**M1 wires**

Scale bar: 20 microns. Supply wires on this layer in grey.
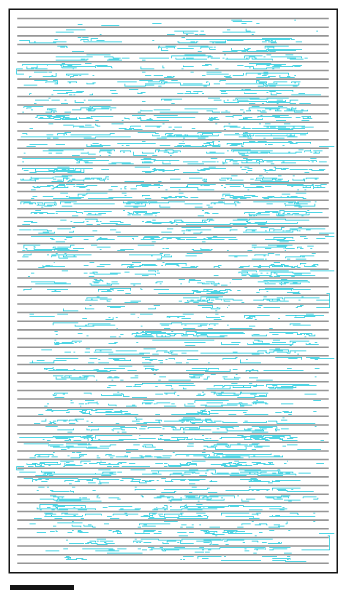
**Signal wires on met2**

Cells faint in the background.
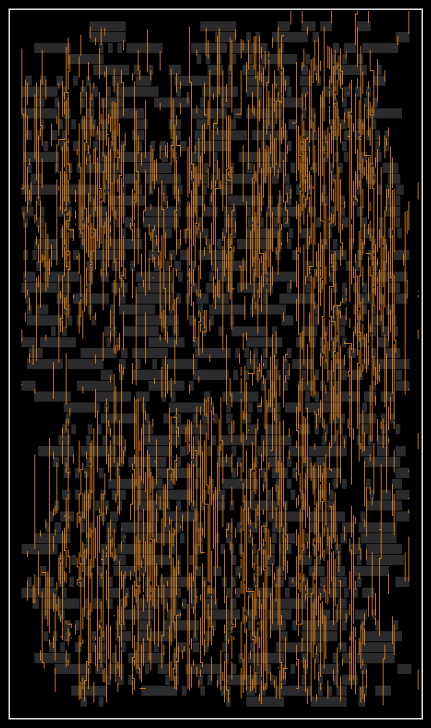
### src/rtl/counter_run_ctrl.sv
// counter_run_ctrl
//   Button-controlled 14-bit counter feeding the display path. Three raw
//   buttons (run/pause, clear, direction) each pass through a two-flop
//   synchroniser, a debouncer and a registered press-edge detector. A small
//   FSM (IDLE / RUN / PAUSE) gates a prescaler that steps the count value
//   once every TICK_PERIOD = SYS_CLK_HZ / TICK_HZ cycles while running.
//
//   Optional build macro: COUNTER_SATURATE_EN
//     defined   - count stops at the bounds; a step that would wrap leaves
//                 the value unchanged, gives no o_tick and forces PAUSE.
//     undefined - count wraps MAX_VALUE <-> 0.
//
// Ports
//   i_clk        system clock, rising edge
//   i_reset      asynchronous active-low reset
//   i_btn_run    raw run/pause button (active-high, asynchronous)
//   i_btn_clear  raw clear button (active-high, asynchronous)
//   i_btn_dir    raw direction-toggle button (active-high, asynchronous)
//   o_value      current count 0..MAX_VALUE
//   o_running    high while the FSM is in RUN
//   o_dir_down   0 = count up, 1 = count down
//   o_tick       one-cycle pulse in the cycle o_value changes due to a step
//
// State | Meaning
// IDLE  | stopped, prescaler cleared, value 0 after a clear
// RUN   | prescaler counting, value steps at each prescaler wrap
// PAUSE | stopped, value and prescaler held

module counter_run_ctrl #(
  parameter int SYS_CLK_HZ      = 100_000_000,
  parameter int TICK_HZ         = 10,
  parameter int DEBOUNCE_CYCLES = 1_000_000,
  parameter int MAX_VALUE       = 9999
) (
  input  logic        i_clk,
  input  logic        i_reset,
  input  logic        i_btn_run,
  input  logic        i_btn_clear,
  input  logic        i_btn_dir,
  output logic [13:0] o_value,
  output logic        o_running,
  output logic        o_dir_down,
  output logic        o_tick
);

  localparam int TICK_PERIOD = SYS_CLK_HZ / TICK_HZ;
  localparam int PW = (TICK_PERIOD > 2) ? $clog2(TICK_PERIOD) : 1;
  localparam int DW = (DEBOUNCE_CYCLES > 1) ? $clog2(DEBOUNCE_CYCLES) : 1;
  localparam logic [PW-1:0] PRESC_LAST = PW'(TICK_PERIOD - 1);
  localparam logic [DW-1:0] DB_LAST    = DW'(DEBOUNCE_CYCLES - 1);
  localparam logic [13:0]   MAX_V      = 14'(MAX_VALUE);

`ifdef COUNTER_SATURATE_EN
  localparam bit SATURATE = 1'b1;
`else
  localparam bit SATURATE = 1'b0;
`endif

  localparam logic [1:0] S_IDLE  = 2'd0;
  localparam logic [1:0] S_RUN   = 2'd1;
  localparam logic [1:0] S_PAUSE = 2'd2;

  localparam int B_RUN   = 0;
  localparam int B_CLEAR = 1;
  localparam int B_DIR   = 2;

  // ---------------- button chains ----------------
  logic [2:0]    btn_raw;
  logic [2:0]    sync1_q, sync2_q;
  logic [2:0]    lvl_q, lvl_d, lvl_prev_q;
  logic [2:0]    press_q;
  logic [DW-1:0] db_cnt_q [3];
  logic [DW-1:0] db_cnt_d [3];

  assign btn_raw = {i_btn_dir, i_btn_clear, i_btn_run};

  // The level flips on the cycle the counter would reach DEBOUNCE_CYCLES,
  // i.e. after that many consecutive mismatching samples.
  always_comb begin
    lvl_d = lvl_q;
    for (int i = 0; i < 3; i++) begin
      db_cnt_d[i] = '0;
      if (sync2_q[i] != lvl_q[i]) begin
        if (db_cnt_q[i] == DB_LAST) lvl_d[i] = sync2_q[i];
        else                        db_cnt_d[i] = db_cnt_q[i] + DW'(1);
      end
    end
  end

  always_ff @(posedge i_clk or negedge i_reset) begin
    if (!i_reset) begin
      sync1_q    <= '0;
      sync2_q    <= '0;
      lvl_q      <= '0;
      lvl_prev_q <= '0;
      press_q    <= '0;
      for (int i = 0; i < 3; i++) db_cnt_q[i] <= '0;
    end else begin
      sync1_q    <= btn_raw;
      sync2_q    <= sync1_q;
      lvl_q      <= lvl_d;
      lvl_prev_q <= lvl_q;
      press_q    <= lvl_q & ~lvl_prev_q;
      for (int i = 0; i < 3; i++) db_cnt_q[i] <= db_cnt_d[i];
    end
  end

  // ---------------- FSM / prescaler / counter ----------------
  logic [1:0]    state_q, state_d;
  logic [PW-1:0] presc_q, presc_d;
  logic [13:0]   value_q, value_d, step_val;
  logic          dir_q, dir_d;
  logic          tick_q, tick_d;
  logic          running_q;
  logic          step, at_bound;
  logic          run_p, clear_p;

  assign run_p   = press_q[B_RUN];
  assign clear_p = press_q[B_CLEAR];
  assign step    = (state_q == S_RUN) && (presc_q == PRESC_LAST);

  always_comb begin
    if (dir_q) step_val = (value_q == '0)   ? MAX_V : value_q - 14'd1;
    else       step_val = (value_q == MAX_V) ? '0   : value_q + 14'd1;
    at_bound = SATURATE && (dir_q ? (value_q == '0) : (value_q == MAX_V));
  end

  always_comb begin
    state_d = state_q;
    value_d = value_q;
    tick_d  = 1'b0;
    presc_d = presc_q;
    // A toggle here only lands in dir_q next cycle, so a same-cycle step
    // still uses the old direction.
    dir_d   = dir_q ^ press_q[B_DIR];

    if (state_q == S_RUN) presc_d = step ? '0 : presc_q + PW'(1);

    case (state_q)
      S_IDLE: begin
        if (clear_p)    value_d = '0;
        else if (run_p) state_d = S_RUN;
      end
      S_RUN: begin
        if (clear_p) begin
          state_d = S_IDLE;
          value_d = '0;
        end else begin
          if (step) begin
            if (at_bound) begin
              state_d = S_PAUSE;
            end else begin
              value_d = step_val;
              tick_d  = 1'b1;
            end
          end
          if (run_p) state_d = S_PAUSE;
        end
      end
      S_PAUSE: begin
        if (clear_p) begin
          state_d = S_IDLE;
          value_d = '0;
        end else if (run_p) begin
          state_d = S_RUN;
        end
      end
      default: state_d = S_IDLE;
    endcase

    // Clearing on RUN entry places the first step exactly one full period
    // after the entry cycle, including when resuming from PAUSE.
    if (state_d == S_IDLE) presc_d = '0;
    else if (state_d == S_RUN && state_q != S_RUN) presc_d = '0;
  end

  always_ff @(posedge i_clk or negedge i_reset) begin
    if (!i_reset) begin
      state_q   <= S_IDLE;
      presc_q   <= '0;
      value_q   <= '0;
      dir_q     <= 1'b0;
      tick_q    <= 1'b0;
      running_q <= 1'b0;
    end else begin
      state_q   <= state_d;
      presc_q   <= presc_d;
      value_q   <= value_d;
      dir_q     <= dir_d;
      tick_q    <= tick_d;
      running_q <= (state_d == S_RUN);
    end
  end

  assign o_value    = value_q;
  assign o_running  = running_q;
  assign o_dir_down = dir_q;
  assign o_tick     = tick_q;

endmodule

### config.mk
export PLATFORM = sky130hd
export DESIGN_NAME = counter_run_ctrl
export DESIGN_NICKNAME = d
export VERILOG_FILES = /design/src/rtl/counter_run_ctrl.sv
export SDC_FILE = /design/constraint.sdc
export NUM_CORES = 1
export LEC_CHECK = 0
export ABC_AREA = 1
export ABC_CLOCK_PERIOD_IN_PS = 1590
export CELL_PAD_IN_SITES_DETAIL_PLACEMENT = 1
export CELL_PAD_IN_SITES_GLOBAL_PLACEMENT = 1
export CORE_ASPECT_RATIO = 1.75
export CORE_MARGIN = 2
export CORE_UTILIZATION = 41
export CTS_CLUSTER_SIZE = 28
export DETAILED_ROUTE_END_ITERATION = 10
export GPL_TIMING_DRIVEN = 0
export PLACE_DENSITY = 0.73
export SYNTH_ARGS = -nofsm -noshare
export SYNTH_HDL_FRONTEND = slang
export SYNTH_SLANG_ARGS = --single-unit
export TNS_END_PERCENT = 1
### constraint.sdc
create_clock -name i_clk -period 1.59 [get_ports i_clk]
set_input_delay 0.159 -clock i_clk [delete_from_list [all_inputs] [get_ports i_clk]]
set_output_delay 0.159 -clock i_clk [all_outputs]
set_load 0.02 [all_outputs]
==> run summary <==
flow finished, numbers: Worst Path Buf+Inv=0, FMAX=0.602 GHz, Worst Hold Path Cells=1, clock buf count=17, Final Worst Setup Slack=-0.0710 ns, GR peak layer=met2, global placement routability congestion=a little under 0.9, Non-clock buffers=approximately 41, Mapped Cells=954, Inverters, non-clock=approximately 130, failing checks=setup timing, syn nets=slightly below 1000, tap cells=approximately 230, final instance area=0.00857 sq mm, Layout Cells excl Fill=roughly 1200, num rows=63, share of layout cells above drive strength 1=between 10% and 20%, Finish-stage setup viols=12, crit path capture type=flop, WHS=between 0.15 and 0.2 ns, # DRC=0, cts repair resizes=66, Final Max Slew Viols=0, post-detailed-route count of antenna-violating nets=0, Post-synth top cells=nand2_1, nor2_1, inv_1, CTS Hold Bufs=1, reg2reg setup slack=-0.07 ns, Die Area=~0.018 sq mm, initial antenna violation count=0, startpoint types=flop, MI comb cells=about 700, Worst Path Max Fanout=4, Top Layout Cells=nand2_1, nor2_1, inv_1, Setup Skew=around 0.011 ns, status=finished, violations left, Design Power=around 7 mW, Synthesized registers=between 100 and 150, TritonRoute pass-1 iters=4, port bufs=21, synthesized area per cell=7.33 sq um, Comb power frac=between 2 and 2.5%, Die H=roughly 180 microns, FF-to-FF path depth=9, largest family of logic cells by area=simple AND/OR/NAND/NOR gates, P&R area growth vs syn=22.5%, metal3 WL=317 microns
About 'M1 wires':
share of all routed wire = 38%
longest straight run = 32.7 microns
main direction = horizontal
wire length on this layer = 7410 microns
nets with wire on the layer = 951

About 'signal wires on met2':
longest straight run = 60.1 microns
main direction = vertical
nets with wire on the layer = 891
share of all routed wire = 58%
wire length on this layer = 11400 microns
vias: 6445
Routed WL: 19700 microns
M2 GR Usage: 44.9%

Power is estimated from default activity; no workload was simulated.
